$ cat config.mk
export PLATFORM = sky130hd
export DESIGN_NAME = uart_bps_gen_flat
export DESIGN_NICKNAME = d
export VERILOG_FILES = /design/src/rtl/uart_bps_gen_if.sv /design/src/rtl/uart_bps_gen.sv /design/src/flat_wrapper.sv
export SDC_FILE = /design/constraint.sdc
export NUM_CORES = 1
export LEC_CHECK = 0
export CORE_MARGIN = 2
export CORE_UTILIZATION = 37
export DETAILED_ROUTE_END_ITERATION = 8
export GPL_TIMING_DRIVEN = 0
export PLACE_DENSITY = 0.59
export SLEW_MARGIN = 25
export SYNTH_ARGS = -nofsm -noshare
export SYNTH_HDL_FRONTEND = slang
export SYNTH_SLANG_ARGS = --single-unit
$ cat constraint.sdc
create_clock -name clk -period 14.5 [get_ports clk]
set_clock_uncertainty 0.2 [all_clocks]
set_input_delay 4.35 -clock clk [delete_from_list [all_inputs] [get_ports clk]]
set_output_delay 4.35 -clock clk [all_outputs]
set_load 0.02 [all_outputs]
$ cat src/rtl/uart_bps_gen_if.sv
// ============================================================================
// uart_bps_gen_if : run control, divisor config and strobe bundle
// Revision 1.0
// ============================================================================
`default_nettype none

interface uart_bps_gen_if #(
    parameter int CNT_W  = 16,
    parameter int FRAC_W = 4
);
    logic              en;
    logic              single_shot;
    logic              cfg_wr;
    logic [CNT_W-1:0]  cfg_div_int;
    logic [FRAC_W-1:0] cfg_div_frac;
    logic              cfg_pending;
    logic              bps_clk_half;
    logic              bps_clk_total;
    logic [7:0]        bit_idx;
    logic              frame_done;
    logic              busy;

    modport master (
        output en, single_shot, cfg_wr, cfg_div_int, cfg_div_frac,
        input  cfg_pending, bps_clk_half, bps_clk_total, bit_idx, frame_done, busy
    );

    modport slave (
        input  en, single_shot, cfg_wr, cfg_div_int, cfg_div_frac,
        output cfg_pending, bps_clk_half, bps_clk_total, bit_idx, frame_done, busy
    );
endinterface

`default_nettype wire

$ cat src/rtl/uart_bps_gen.sv
// ============================================================================
// uart_bps_gen : UART baud strobe generator, fractional divisor, frame tracking
// Revision 1.0
// ============================================================================
`default_nettype none

module uart_bps_gen #(
    parameter int CLK_FREQ     = 200000000,
    parameter int DEFAULT_BAUD = 115200,
    parameter int CNT_W        = 16,
    parameter int FRAC_W       = 4,
    parameter int FRAME_BITS   = 10,
    parameter int DEF_INT      = CLK_FREQ / DEFAULT_BAUD,
    parameter int DEF_FRAC     = int'(((64'(CLK_FREQ) << FRAC_W) / 64'(DEFAULT_BAUD))
                                      % (64'd1 << FRAC_W))
) (
    input  logic             clk,
    input  logic             rst,
    uart_bps_gen_if.slave    bus
);

    typedef enum logic [1:0] {
        S_IDLE = 2'd0,
        S_RUN  = 2'd1,
        S_DONE = 2'd2
    } state_t;

    localparam logic [CNT_W-1:0]  c_ONE      = CNT_W'(1);
    localparam logic [CNT_W-1:0]  c_INT_MIN  = CNT_W'(4);
    localparam logic [CNT_W-1:0]  c_CNT_MAX  = '1;
    localparam logic [CNT_W-1:0]  c_DEF_INT  = CNT_W'(DEF_INT);
    localparam logic [FRAC_W-1:0] c_DEF_FRAC = FRAC_W'(DEF_FRAC);
    localparam logic [7:0]        c_LAST_BIT = 8'(FRAME_BITS - 1);

    state_t            r_state;
    state_t            w_state_nxt;
    logic [CNT_W-1:0]  r_cnt;
    logic [CNT_W-1:0]  r_period;
    logic [FRAC_W-1:0] r_acc;
    logic [7:0]        r_bit_idx;
    logic              r_ss;
    logic [CNT_W-1:0]  r_div_int;
    logic [FRAC_W-1:0] r_div_frac;
    logic [CNT_W-1:0]  r_pend_int;
    logic [FRAC_W-1:0] r_pend_frac;
    logic              r_pending;

    logic              w_run;
    logic              w_total;
    logic              w_half;
    logic              w_frame_done;
    logic [CNT_W-1:0]  w_cfg_int;
    logic              w_bypass;
    logic              w_apply;
    logic [CNT_W-1:0]  w_new_int;
    logic [FRAC_W-1:0] w_new_frac;
    logic [FRAC_W-1:0] w_acc_base;
    logic [FRAC_W:0]   w_sum;
    logic [CNT_W:0]    w_per_raw;
    logic [CNT_W-1:0]  w_per;

    // Strobes are suppressed in the cycle en is seen low, before the clear lands.
    assign w_run        = (r_state == S_RUN) && bus.en;
    assign w_total      = w_run && (r_cnt == r_period - c_ONE);
    assign w_half       = w_run && (r_cnt == (r_div_int >> 1) - c_ONE);
    assign w_frame_done = w_total && (r_bit_idx == c_LAST_BIT);

    assign w_cfg_int  = (bus.cfg_div_int < c_INT_MIN) ? c_INT_MIN : bus.cfg_div_int;
    assign w_bypass   = w_frame_done && bus.cfg_wr;
    assign w_apply    = (r_state == S_RUN) ? (w_frame_done && (r_pending || bus.cfg_wr))
                                           : r_pending;
    assign w_new_int  = !w_apply ? r_div_int  : (w_bypass ? w_cfg_int        : r_pend_int);
    assign w_new_frac = !w_apply ? r_div_frac : (w_bypass ? bus.cfg_div_frac : r_pend_frac);

    // Bit-start arithmetic: phase accumulator carry stretches this bit by one clk.
    assign w_acc_base = w_apply ? '0 : r_acc;
    assign w_sum      = {1'b0, w_acc_base} + {1'b0, w_new_frac};
    assign w_per_raw  = {1'b0, w_new_int} + {{CNT_W{1'b0}}, w_sum[FRAC_W]};
    assign w_per      = w_per_raw[CNT_W] ? c_CNT_MAX : w_per_raw[CNT_W-1:0];

    always_ff @(posedge clk or posedge rst) begin
        if (rst) begin
            r_state <= S_IDLE;
        end else begin
            r_state <= w_state_nxt;
        end
    end

    always_comb begin
        w_state_nxt = r_state;
        case (r_state)
            S_IDLE: if (bus.en) w_state_nxt = S_RUN;
            S_RUN: begin
                if (!bus.en)                  w_state_nxt = S_IDLE;
                else if (w_frame_done && r_ss) w_state_nxt = S_DONE;
            end
            S_DONE: if (!bus.en) w_state_nxt = S_IDLE;
            default: w_state_nxt = S_IDLE;
        endcase
    end

    always_ff @(posedge clk or posedge rst) begin
        if (rst) begin
            r_cnt       <= '0;
            r_period    <= c_DEF_INT;
            r_acc       <= '0;
            r_bit_idx   <= '0;
            r_ss        <= 1'b0;
            r_div_int   <= c_DEF_INT;
            r_div_frac  <= c_DEF_FRAC;
            r_pend_int  <= c_DEF_INT;
            r_pend_frac <= c_DEF_FRAC;
            r_pending   <= 1'b0;
        end else begin
            if (bus.cfg_wr && !w_bypass) begin
                r_pend_int  <= w_cfg_int;
                r_pend_frac <= bus.cfg_div_frac;
                r_pending   <= 1'b1;
            end else if (w_apply) begin
                r_pending   <= 1'b0;
            end
            if (w_apply) begin
                r_div_int  <= w_new_int;
                r_div_frac <= w_new_frac;
            end

            case (r_state)
                S_IDLE: begin
                    r_cnt     <= '0;
                    r_bit_idx <= '0;
                    if (bus.en) begin
                        r_acc    <= w_sum[FRAC_W-1:0];
                        r_period <= w_per;
                        r_ss     <= bus.single_shot;
                    end
                end
                S_RUN: begin
                    if (!bus.en) begin
                        r_cnt     <= '0;
                        r_acc     <= '0;
                        r_bit_idx <= '0;
                    end else if (w_total) begin
                        r_cnt     <= '0;
                        r_acc     <= w_sum[FRAC_W-1:0];
                        r_period  <= w_per;
                        r_bit_idx <= w_frame_done ? 8'd0 : r_bit_idx + 8'd1;
                    end else begin
                        r_cnt <= r_cnt + c_ONE;
                    end
                end
                S_DONE: begin
                    r_cnt <= '0;
                    if (!bus.en) begin
                        r_acc     <= '0;
                        r_bit_idx <= '0;
                    end
                end
                default: begin
                    r_cnt     <= '0;
                    r_acc     <= '0;
                    r_bit_idx <= '0;
                end
            endcase
        end
    end

    assign bus.cfg_pending   = r_pending;
    assign bus.bps_clk_half  = w_half;
    assign bus.bps_clk_total = w_total;
    assign bus.bit_idx       = r_bit_idx;
    assign bus.frame_done    = w_frame_done;
    assign bus.busy          = (r_state != S_IDLE);

endmodule

`default_nettype wire

$ cat src/flat_wrapper.sv
// flat-port wrapper written by rule: the top's interface ports become plain ports
module uart_bps_gen_flat 
#(
    parameter int CLK_FREQ     = 200000000,
    parameter int DEFAULT_BAUD = 115200,
    parameter int CNT_W        = 16,
    parameter int FRAC_W       = 4,
    parameter int FRAME_BITS   = 10,
    parameter int DEF_INT      = CLK_FREQ / DEFAULT_BAUD,
    parameter int DEF_FRAC     = int'(((64'(CLK_FREQ) << FRAC_W) / 64'(DEFAULT_BAUD))
                                      % (64'd1 << FRAC_W))
)
  (clk, rst, bus_en, bus_single_shot, bus_cfg_wr, bus_cfg_div_int, bus_cfg_div_frac, bus_cfg_pending, bus_bps_clk_half, bus_bps_clk_total, bus_bit_idx, bus_frame_done, bus_busy);
  uart_bps_gen_if #(.CNT_W(CNT_W), .FRAC_W(FRAC_W)) bus_i ();
  input  logic clk;
  input  logic rst;
  input wire logic [$bits(bus_i.en)-1:0] bus_en;
  input wire logic [$bits(bus_i.single_shot)-1:0] bus_single_shot;
  input wire logic [$bits(bus_i.cfg_wr)-1:0] bus_cfg_wr;
  input wire logic [$bits(bus_i.cfg_div_int)-1:0] bus_cfg_div_int;
  input wire logic [$bits(bus_i.cfg_div_frac)-1:0] bus_cfg_div_frac;
  output wire logic [$bits(bus_i.cfg_pending)-1:0] bus_cfg_pending;
  output wire logic [$bits(bus_i.bps_clk_half)-1:0] bus_bps_clk_half;
  output wire logic [$bits(bus_i.bps_clk_total)-1:0] bus_bps_clk_total;
  output wire logic [$bits(bus_i.bit_idx)-1:0] bus_bit_idx;
  output wire logic [$bits(bus_i.frame_done)-1:0] bus_frame_done;
  output wire logic [$bits(bus_i.busy)-1:0] bus_busy;
  assign bus_i.en = bus_en;
  assign bus_i.single_shot = bus_single_shot;
  assign bus_i.cfg_wr = bus_cfg_wr;
  assign bus_i.cfg_div_int = bus_cfg_div_int;
  assign bus_i.cfg_div_frac = bus_cfg_div_frac;
  assign bus_cfg_pending = bus_i.cfg_pending;
  assign bus_bps_clk_half = bus_i.bps_clk_half;
  assign bus_bps_clk_total = bus_i.bps_clk_total;
  assign bus_bit_idx = bus_i.bit_idx;
  assign bus_frame_done = bus_i.frame_done;
  assign bus_busy = bus_i.busy;
  uart_bps_gen #(.CLK_FREQ(CLK_FREQ), .DEFAULT_BAUD(DEFAULT_BAUD), .CNT_W(CNT_W), .FRAC_W(FRAC_W), .FRAME_BITS(FRAME_BITS), .DEF_INT(DEF_INT), .DEF_FRAC(DEF_FRAC)) u_core (.clk(clk), .rst(rst), .bus(bus_i));
endmodule
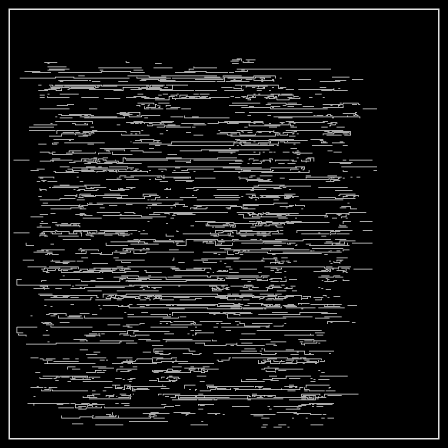
*Met1 routing, run 1*
longest straight run: 28.1 µm
wire length on this layer: 6580 µm
share of all routed wire: 46%

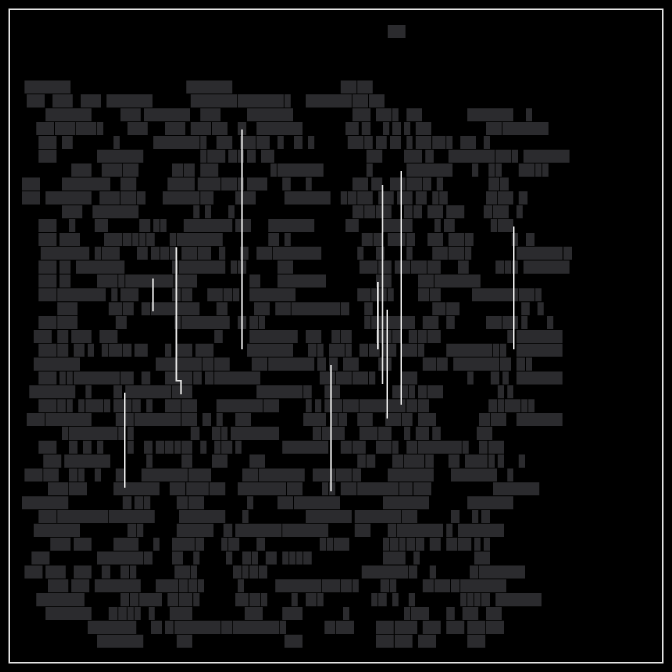
*Signal wires on met4, run 1*
wire length on this layer: 263 µm
nets with wire on the layer: 7
longest straight run: 45.6 µm
Routed WL: 14300 µm
via count: 4724

==> impl_metrics.py, run 1 <==
# Generated from Yosys and OpenROAD reports
metrics = {
    "synth": {
        "edf_count": 0,
        "syn_area_mm2": 0.00569,
        "synth_seq_share_pct": 39.1,
        "synth_nets": 656,
        "synth_top_cell_by_area": "dfrtp_1",
        "ys_area_mm2": 0.00569,
        "ys.flops": 88,
        "top_cell": "dfrtp_1",
        "yosys_warnings": 0,
        "netlist_top_cells_count": "71 x dfrtp_1, 62 x nor2_1, 50 x nand2_1, 36 x xor2_1, 31 x a21oi_1",
    },
    "detailed_routing": {
        "route.detailed.drc": 0,
        "drtPass1Iterations": 5,
        "viasPerCell": 5.49,
        "antenna_left": 0,
        "first_iter_violations": 287,
    },
    "floorplanning": {
        "die_area_mm2": 0.0164,
        "die_w_um": 128,
        "io_pins": 38,
        "fp_util_pct": 37.7,
        "rows": 45,
        "num_tap_cells": 188,
    },
    "global_route": {
        "grt_pass1_wl_um": 24400,
        "grt_antenna_before_repair": 0,
        "grt_overflow_total": 0,
        "grt_max_degree": 53,
        "grt_pass1_vias": 4847,
    },
    "clock_network": {
        "post-cts-setup-buffers": 0,
        "clkTransAtPathRegs_ns": 0.06,
        "clockRootBuffer": "clkbuf_16",
        "h-tree-depth": 3,
        "clk-insertion-delay-late_ns": 0.35,
        "cts_buffers": 9,
        "clockBufferDepth": 2,
        "cts_resized": 0,
    },
    "final_layout": {
        "clkbuf_count": 12,
        "inv_count": 21,
        "nNetsFinal": 704,
        "clock_cell_area_share_pct": 4.18,
        "regArea_mm2": 0.00222,
        "layout-drive-gt1-share_pct": 12.6,
        "logic_area_mm2": 0.00323,
        "buf_share_pct": 8.27,
        "fillers": 1500,
    },
    "critical_path": {
        "cp.arrival_ns": 6.40,
        "crit_family": "buffers and inverters",
        "worst-setup-path-type": "in -> out",
        "reg2reg_from": "u_core.r_period[0]",
        "cp-end-kind": "primary output",
        "cp-start-kind": "input pin",
        "critPathRequiredTime_ns": 9.95,
        "crit_chain": "clkbuf_1 -> and3b_1 -> o2111ai_1 -> nor2_1 -> nand4_1 -> nor4_1 -> clkdlybuf4s50_1",
        "cp_slowest_cell": "clkdlybuf4s50_1",
    },
    "hold_path": {
        "min_path_type": "reg -> reg",
        "worstHoldStart": "u_core.r_pend_int[3]",
    },
    "job": {
        "warning_count": 28,
    },
    "final_timing": {
        "slew_viol_final": 0,
        "fin_crit_ns": 10.95,
        "fin_tns_setup_ns": 0,
        "final-hold-violation-count": 0,
        "period_used_pct": 75.5,
        "fmax_mhz": 91.3,
        "setup_violations": 0,
    },
    "power_and_ir_drop": {
        "vdd_drop_max_uv": 60.0,
        "total_power_mw": 0.704,
        "power.density_mw_per_mm2": 107,
        "p_leak_nw": 2.71,
    },
    "placed_design": {
        "dp_hpwl_um": 11000,
        "postPlaceCellArea_mm2": 0.00632,
        "portBuffers": 36,
    },
    "outcome": {
        "status": "finished, final reports clean",
    },
}
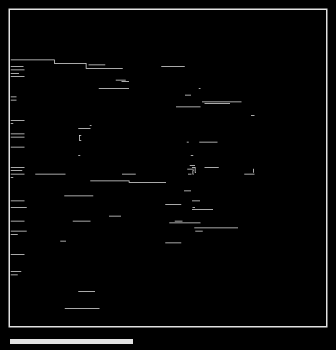
*The metal 3 layer, run 1*
Bar = 50 µm.
share of all routed wire: 2.9%
longest straight run: 17.5 µm
wire length on this layer: 412 µm
main direction: horizontal

-- run 1: kinds of logic after synthesis --
family          after synthesis  synth area share [%]
flops                        88                  39.1
buf+inv                      57                  4.16
mux                          39                  7.39
fa+ha+maj                    12                  2.77
simple gates                236                  22.0
xor+xnor                     60                  9.48
compound gates              127                  15.1
-- run 1: tightest hold or removal path: stages, from the launching register on --
cell	delay (ns)
dfstp_2	0.37
nand2_1	0.04
o21ai_0	0.07
-- run 1: power breakdown --
part / switching (mW) / internal [mW]
clock network: 0.103 / 0.121
logic: 0.0928 / 0.0766
registers: 0.0318 / 0.279
-- run 1: sequential cells by signal, indices dropped and copies added, names as in the netlist --
register and count:
u_core.r_cnt 16, u_core.r_div_int 16, u_core.r_pend_int 16, u_core.r_period 16, u_core.bus.bit_idx 8, u_core.r_acc 4
u_core.r_div_frac 4, u_core.r_pend_frac 4, u_core.r_state 2, u_core.bus.cfg_pending 1, u_core.r_ss 1
-- run 1: routing by layer --
layer,up-vias,track usage (%),share of wire (%),wire length [µm]
li1,2327,-,-,-
met1,2277,24.1,46,6580
met2,97,33.0,49,7070
met3,23,2.30,2.9,412
met4,0,6.08,1.8,263
met5,-,0,0,0
-- run 1: per-stage QoR --
step,cells,util [%],hold WS (ns)
floorplan,619,-,0.237
global placement,843,41.7,0.267
detailed placement,844,41.9,0.273
CTS,860,43.7,0.287
global route,860,43.7,0.302
finish,860,43.7,0.282
-- run 1: worst paths after layout --
kind,end,slack [ns],cells after the start
setup reg to reg,u_core.r_period[11],7.88,27
setup / recovery,bus_bps_clk_half,3.55,7
hold / removal,u_core.r_pend_int[3],0.28,2
hold reg to reg,u_core.r_pend_int[3],0.28,2
max in group asynchronous,u_core.r_period[9],9.31,3
min in group asynchronous,u_core.r_ss,4.17,2
-- run 1: placed cells by master (no fill, tap or decap), types with 4 or more instances in the layout --
| cell | Yosys | layout |
|---|---|---|
| nand4_1 | 8 | 8 |
| ha_1 | 11 | 11 |
| nand3_1 | 29 | 29 |
| o31ai_1 | 4 | 4 |
| and2_1 | 5 | 5 |
| clkbuf_16 | 0 | 9 |
| clkbuf_1 | 23 | 25 |
| a211oi_1 | 4 | 4 |
| nor4_1 | 9 | 9 |
| a21oi_1 | 31 | 31 |
| nand2b_1 | 4 | 4 |
| xnor2_1 | 23 | 23 |
| or4_1 | 7 | 7 |
| nor4b_1 | 4 | 4 |
| nor3_1 | 12 | 12 |
| and3_1 | 9 | 9 |
| dfrtp_1 | 71 | 71 |
| o22a_1 | 11 | 11 |
| or3_1 | 5 | 5 |
| inv_1 | 21 | 20 |
| nand2_1 | 50 | 50 |
| o21ai_0 | 28 | 28 |
| xor2_1 | 36 | 36 |
| dfstp_2 | 17 | 17 |
| a2bb2oi_1 | 4 | 4 |
| clkdlybuf4s50_1 | 0 | 36 |
| mux2i_1 | 15 | 15 |
| o21ai_1 | 4 | 4 |
| mux2_2 | 23 | 23 |
| nor2_1 | 62 | 62 |
| buf_2 | 9 | 9 |
| nor2b_1 | 4 | 4 |
| o22ai_1 | 8 | 8 |
--- run 2 (diff from run 1) ---
clock period = 10.4 ns   (was 14.5 ns; I/O delays follow)
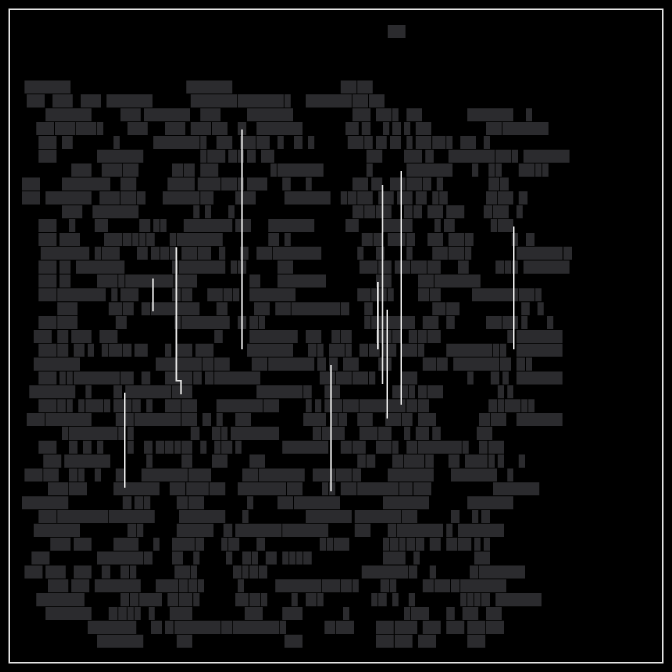
*Signal wires on met4, run 2*
main direction: vertical
share of all routed wire: 1.8%
wire length on this layer: 263 µm

==> run 2 against run 1 <==
Compared with the run above: largest power group unchanged; critical endpoint unchanged; critical path type unchanged; power increased by 39%; largest cell class unchanged; die area unchanged; first-iteration DRC count unchanged.
==> impl_metrics.py, run 2 <==
# Generated from Yosys and OpenROAD reports
metrics = {
    "outcome": {
        "status": "finished, final reports clean",
    },
    "critical_path": {
        "critPathRequiredTime_ns": 7.08,
        "cp-start-kind": "input pin",
        "cp_slowest_cell": "clkdlybuf4s50_1",
        "worst-setup-path-type": "in -> out",
    },
    "synth": {
        "synth_nets": 656,
        "top_cell": "dfrtp_1",
        "edf_count": 0,
        "synth_top_cell_by_area": "dfrtp_1",
        "ys_sh_aoi_pct": 15.1,
        "yosys_warnings": 0,
    },
    "clock_network": {
        "clockRootBuffer": "clkbuf_16",
        "h-tree-depth": 3,
        "post-cts-setup-buffers": 0,
        "clkTransAtPathRegs_ns": 0.06,
        "clk-insertion-delay-late_ns": 0.35,
        "clockBufferDepth": 2,
        "cts_buffers": 9,
    },
    "detailed_routing": {
        "viasPerCell": 5.49,
        "first_iter_violations": 287,
        "route.detailed.drc": 0,
        "dr_total_vias": 4724,
    },
    "global_route": {
        "grt_pass1_wl_um": 24400,
        "grt_antenna_before_repair": 0,
        "grt_overflow_total": 0,
    },
    "final_timing": {
        "slew_viol_final": 0,
        "period_used_pct": 81.6,
        "fin_crit_ns": 8.49,
        "fin_tns_setup_ns": 0,
        "setup_violations": 0,
        "final-hold-violation-count": 0,
    },
    "power_and_ir_drop": {
        "p_leak_nw": 2.71,
        "vdd_drop_max_uv": 83.6,
    },
    "job": {
        "warning_count": 28,
    },
    "hold_path": {
        "worstHoldStart": "u_core.r_pend_int[3]",
        "min_path_type": "reg -> reg",
    },
    "floorplanning": {
        "die_w_um": 128,
        "io_pins": 38,
    },
    "placed_design": {
        "postPlaceCellArea_mm2": 0.00632,
    },
}
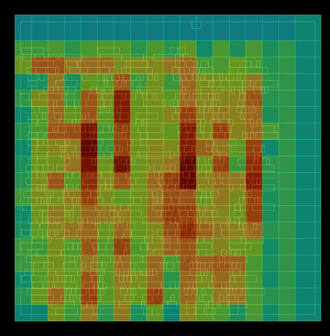
*Congestion heat map, run 2*
Global Route met1 Usage: 24.1%
wire per inst: 16.7 µm
Total GRT Usage: 18.8%

run 2: where the power goes:
group / internal [mW] / total [mW] / switching, mW
clock: 0.169 / 0.312 / 0.143
sequential: 0.389 / 0.434 / 0.0443
combinational: 0.107 / 0.236 / 0.129
total: 0.665 / 0.982 / 0.317
run 2: per-stage QoR:
stage	instances	hold slack [ns]	util, %	power [mW]	worst slack [ns]
floorplan	619	0.237	-	0.603	2.50
global placement	843	0.267	41.7	0.663	1.89
detailed placement	844	0.273	41.9	0.674	1.86
CTS	860	0.287	43.7	0.989	1.87
global route	860	0.302	43.7	1.04	1.73
finish	860	0.282	43.7	0.982	1.91
run 2: logic make-up after synthesis:
family | Yosys count
flip-flops | 88
AND/OR/NAND/NOR | 236
adder cells (fa/ha/maj) | 12
AND-OR/OR-AND | 127
XOR/XNOR | 60
multiplexers | 39
buffers and inverters | 57
run 2: layout make-up:
| type | count | area, µm² |
|---|---|---|
| fill | 1500 | 8500 |
| sequential | 88 | 2220 |
| clock buffer | 12 | 246 |
| buffer | 36 | 158 |
| multi-input combinational | 474 | 3230 |
| tap | 188 | 235 |
| clock inverter | 4 | 28.8 |
| inverter | 21 | 83.8 |
| timing repair buffer | 37 | 388 |
run 2: final timing paths:
path	depth (start not counted)	to
min	2	u_core.r_pend_int[3]
min reg2reg	2	u_core.r_pend_int[3]
max reg2reg	27	u_core.r_period[11]
min in group asynchronous	2	u_core.r_ss
max	7	bus_bps_clk_half
max in group asynchronous	3	u_core.r_period[9]
run 2: layer usage:
metal / global-route usage, % / up-vias / share of wire [%]
li1: - / 2327 / -
met1: 24.1 / 2277 / 46
met2: 33.0 / 97 / 49
met3: 2.30 / 23 / 2.9
met4: 6.08 / 0 / 1.8
met5: 0 / - / 0
run 2: worst max-delay path, delay by kind of cell:
family                 cells  cell delay, ns
buffers and inverters      2            0.96
AND-OR/OR-AND              1            0.13
AND/OR/NAND/NOR            4            0.96
No activity file was given, so power comes from the tool's default toggle rates.
